<file path="src/rtl/keccak_round_sequencer_if.sv">
// Handshake bundle between the Keccak round sequencer and its step modules.
// The sequencer side is master; the step/test side is slave.
interface keccak_round_sequencer_if #(
   parameter int NUM_STEPS = 5
);
   logic                 start;
   logic [NUM_STEPS-1:0] step_finish;
   logic [NUM_STEPS-1:0] step_start;
   logic [9:0]           file_index;
   logic [4:0]           iteration;
   logic                 busy;
   logic                 done;
   logic                 error;

   modport master (
      input  start,
      input  step_finish,
      output step_start,
      output file_index,
      output iteration,
      output busy,
      output done,
      output error
   );

   modport slave (
      output start,
      output step_finish,
      input  step_start,
      input  file_index,
      input  iteration,
      input  busy,
      input  done,
      input  error
   );
endinterface

</file>
<file path="src/rtl/keccak_round_sequencer.sv">
// Sequences theta/rho/pi/chi/addRC steps over all rounds of a permutation,
// one step at a time, with a sticky flag for stray step finishes.
module keccak_round_sequencer #(
   parameter int NUM_ROUNDS = 24,
   parameter int NUM_STEPS  = 5,
   parameter int FILE_BASE  = 0
) (
   input  logic                      clk,
   input  logic                      rst,
   keccak_round_sequencer_if.master  bus
);

   localparam int SW = (NUM_STEPS > 1) ? $clog2(NUM_STEPS) : 1;

   typedef enum logic [1:0] {
      IDLE,
      ISSUE,
      WAIT,
      DONE
   } state_t;

   state_t               state;
   state_t               state_nx;
   logic [SW-1:0]        step;
   logic [SW-1:0]        step_nx;
   logic [4:0]           round;
   logic [4:0]           round_nx;
   logic                 error;
   logic                 error_nx;

   logic [NUM_STEPS-1:0] mask;
   logic                 hit;
   logic                 stray;
   logic                 last_step;
   logic                 last_round;

   assign mask       = NUM_STEPS'(1) << step;
   assign hit        = |(bus.step_finish & mask);
   assign stray      = |(bus.step_finish & ~mask);
   assign last_step  = (step == SW'(NUM_STEPS - 1));
   assign last_round = (round == 5'(NUM_ROUNDS - 1));

   always_ff @(posedge clk or negedge rst) begin
      if (!rst) begin
         state <= IDLE;
         step  <= '0;
         round <= '0;
         error <= 1'b0;
      end else begin
         state <= state_nx;
         step  <= step_nx;
         round <= round_nx;
         error <= error_nx;
      end
   end

   always_comb begin
      state_nx = state;
      step_nx  = step;
      round_nx = round;
      error_nx = error;
      unique case (state)
         IDLE: begin
            if (bus.start) begin
               state_nx = ISSUE;
               step_nx  = '0;
               round_nx = '0;
               error_nx = 1'b0;
            end
         end
         ISSUE: begin
            state_nx = WAIT;
         end
         WAIT: begin
            // a stray finish is flagged but never blocks the expected one
            if (stray) begin
               error_nx = 1'b1;
            end
            if (hit) begin
               if (!last_step) begin
                  step_nx  = step + SW'(1);
                  state_nx = ISSUE;
               end else if (!last_round) begin
                  step_nx  = '0;
                  round_nx = round + 5'd1;
                  state_nx = ISSUE;
               end else begin
                  state_nx = DONE;
               end
            end
         end
         DONE: begin
            state_nx = IDLE;
            step_nx  = '0;
            round_nx = '0;
         end
         default: begin
            state_nx = IDLE;
         end
      endcase
   end

   assign bus.step_start = (state == ISSUE) ? mask : '0;
   assign bus.busy       = (state != IDLE);
   assign bus.done       = (state == DONE);
   assign bus.error      = error;
   assign bus.iteration  = round;
   assign bus.file_index = 10'(FILE_BASE
                           + int'(round) * NUM_STEPS
                           + int'(step));

endmodule

</file>
<file path="src/flat_wrapper.sv">
// flat-port wrapper written by rule: the top's interface ports become plain ports
module keccak_round_sequencer_flat 
#(
   parameter int NUM_ROUNDS = 24,
   parameter int NUM_STEPS  = 5,
   parameter int FILE_BASE  = 0
)
  (clk, rst, bus_start, bus_step_finish, bus_step_start, bus_file_index, bus_iteration, bus_busy, bus_done, bus_error);
  keccak_round_sequencer_if #(.NUM_STEPS(NUM_STEPS)) bus_i ();
  input  logic clk;
  input  logic rst;
  input wire logic [$bits(bus_i.start)-1:0] bus_start;
  input wire logic [$bits(bus_i.step_finish)-1:0] bus_step_finish;
  output wire logic [$bits(bus_i.step_start)-1:0] bus_step_start;
  output wire logic [$bits(bus_i.file_index)-1:0] bus_file_index;
  output wire logic [$bits(bus_i.iteration)-1:0] bus_iteration;
  output wire logic [$bits(bus_i.busy)-1:0] bus_busy;
  output wire logic [$bits(bus_i.done)-1:0] bus_done;
  output wire logic [$bits(bus_i.error)-1:0] bus_error;
  assign bus_i.start = bus_start;
  assign bus_i.step_finish = bus_step_finish;
  assign bus_step_start = bus_i.step_start;
  assign bus_file_index = bus_i.file_index;
  assign bus_iteration = bus_i.iteration;
  assign bus_busy = bus_i.busy;
  assign bus_done = bus_i.done;
  assign bus_error = bus_i.error;
  keccak_round_sequencer #(.NUM_ROUNDS(NUM_ROUNDS), .NUM_STEPS(NUM_STEPS), .FILE_BASE(FILE_BASE)) u_core (.clk(clk), .rst(rst), .bus(bus_i));
endmodule
</file>
<file path="config.mk">
export PLATFORM = sky130hd
export DESIGN_NAME = keccak_round_sequencer_flat
export DESIGN_NICKNAME = d
export VERILOG_FILES = /design/src/rtl/keccak_round_sequencer_if.sv /design/src/rtl/keccak_round_sequencer.sv /design/src/flat_wrapper.sv
export SDC_FILE = /design/constraint.sdc
export NUM_CORES = 1
export LEC_CHECK = 0
export ABC_AREA = 1
export CORE_MARGIN = 2
export CORE_UTILIZATION = 55
export CTS_CLUSTER_DIAMETER = 60
export DETAILED_ROUTE_END_ITERATION = 12
export DONT_BUFFER_PORTS = 1
export PLACE_DENSITY = 0.7
export SLEW_MARGIN = 10
export SYNTH_ARGS = -nofsm -noshare
export SYNTH_HDL_FRONTEND = slang
export SYNTH_SLANG_ARGS = --single-unit
</file>
<file path="constraint.sdc">
create_clock -name clk -period 2.55 [get_ports clk]
set_clock_uncertainty 0.05 [all_clocks]
set_input_delay 0.51 -clock clk [delete_from_list [all_inputs] [get_ports clk]]
set_output_delay 0.51 -clock clk [all_outputs]
set_load 0.02 [all_outputs]
</file>
Fig. 1: sequential cells grouped by signal name
The bar under the picture is 10 µm long.
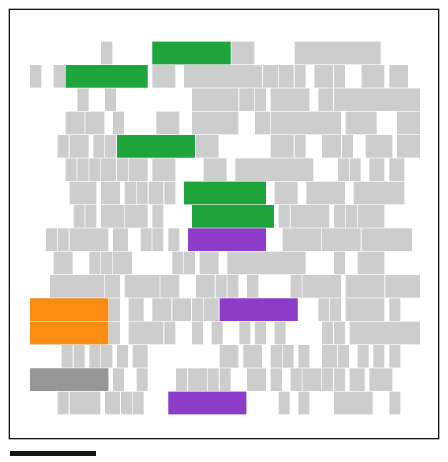
u_core.state -> orange  # sequential cells 2
u_core.bus.iteration -> green  # sequential cells 5
u_core.step -> purple  # sequential cells 3
sequential cell area: 279 µm²
Seq group: 286 µW
sequential share of cell area: 19.8%

Fig. 2: signal metal coverage by tile
The bar under the picture is 10 µm long. 10 x 10 tiles, from dark blue (low) to red (high), scaled to the fullest tile. Values are wire area over tile area, all layers added.
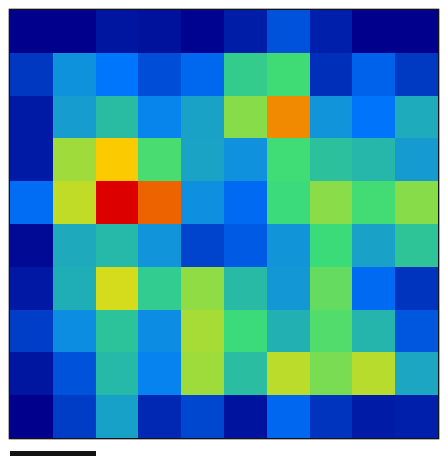
tiles over half the peak = 22%
fullest tile = 0.52
mean over tiles = 0.17
nearly empty tiles = 6.0%
total wire length: 2690 µm
vias post-DR: 1071
Tot GR Track Use: 24.9%

Fig. 3: routing congestion
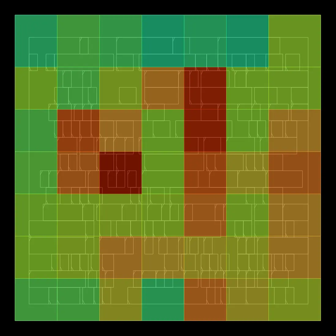
M3 GR Usage: 3.64%
Top Usage Layer GRT: met2
grt met1 use: 31.3%

==> out/qor.txt <==
Dominant cell type by area after synthesis - dfrtp_1
Fin crit period - 2.66 ns
Fillers - 170
R2R depth - 9
Number of global-route vias before repair - 1022
Failing checks - setup timing
Setup crit start kind - register
Mapped Avg Cell Area - 7.11 µm²
# setup viols final - 4
Worst EP arrival - 2.10 ns
#FFs+latches synth - 11
Yosys warning count - 0
Status - complete, but fails checks
Top Metal Used - met4
Core area - 1980 µm²
Boundary Pins - 31
DP HPWL - 2090 µm
Sw power - 552 µW
Adder Area Share - 19.7%
Worst vdd ir - 0.000719 V
Sw frac - 53.7%
Die area - 2490 µm²
Overflow after GRT - 0
Top cells by area - dfrtp_1 (24%), ha_1 (16%), nand2_1 (14%)
WP depth - 8
Met3 Routed Length - 143 µm
CTS tree - done
Htree depth - 1
P_comb - 623 µW
Die width - 49.9 µm
Final worst-path setup slack - -0.106 ns
Max Cap Violations - 0
Delay-heaviest family, CP - adder cells
Share of the synthesized area in the top cell type - 23.8%
[layout make-up]
| class | count | area, µm² | area share (%) |
|---|---|---|---|
| inverter | 20 | 75.1 | 5.31 |
| tap | 27 | 33.8 | 2.39 |
| clock buffer | 4 | 26.3 | 1.86 |
| multi-input combinational | 130 | 902 | 63.9 |
| timing repair buffer | 12 | 96.3 | 6.82 |
| sequential | 11 | 279 | 19.8 |
[cell usage after synthesis (all sizes together)]
cell / n
buf: 3
inv: 20
a21oi: 1
xnor2: 3
conb: 1
nor3: 1
dfrtp: 11
fa: 2
nand4: 10
nand2: 49
nor2: 24
ha: 15
nand3: 15
a22oi: 1
o21ai: 3
xor2: 4
[flip-flops by register name, summed over array words and instances, names as in the netlist]
name / cells
u_core.bus.error: 1
u_core.bus.iteration: 5
u_core.state: 2
u_core.step: 3
Power is estimated from default activity; no workload was simulated.
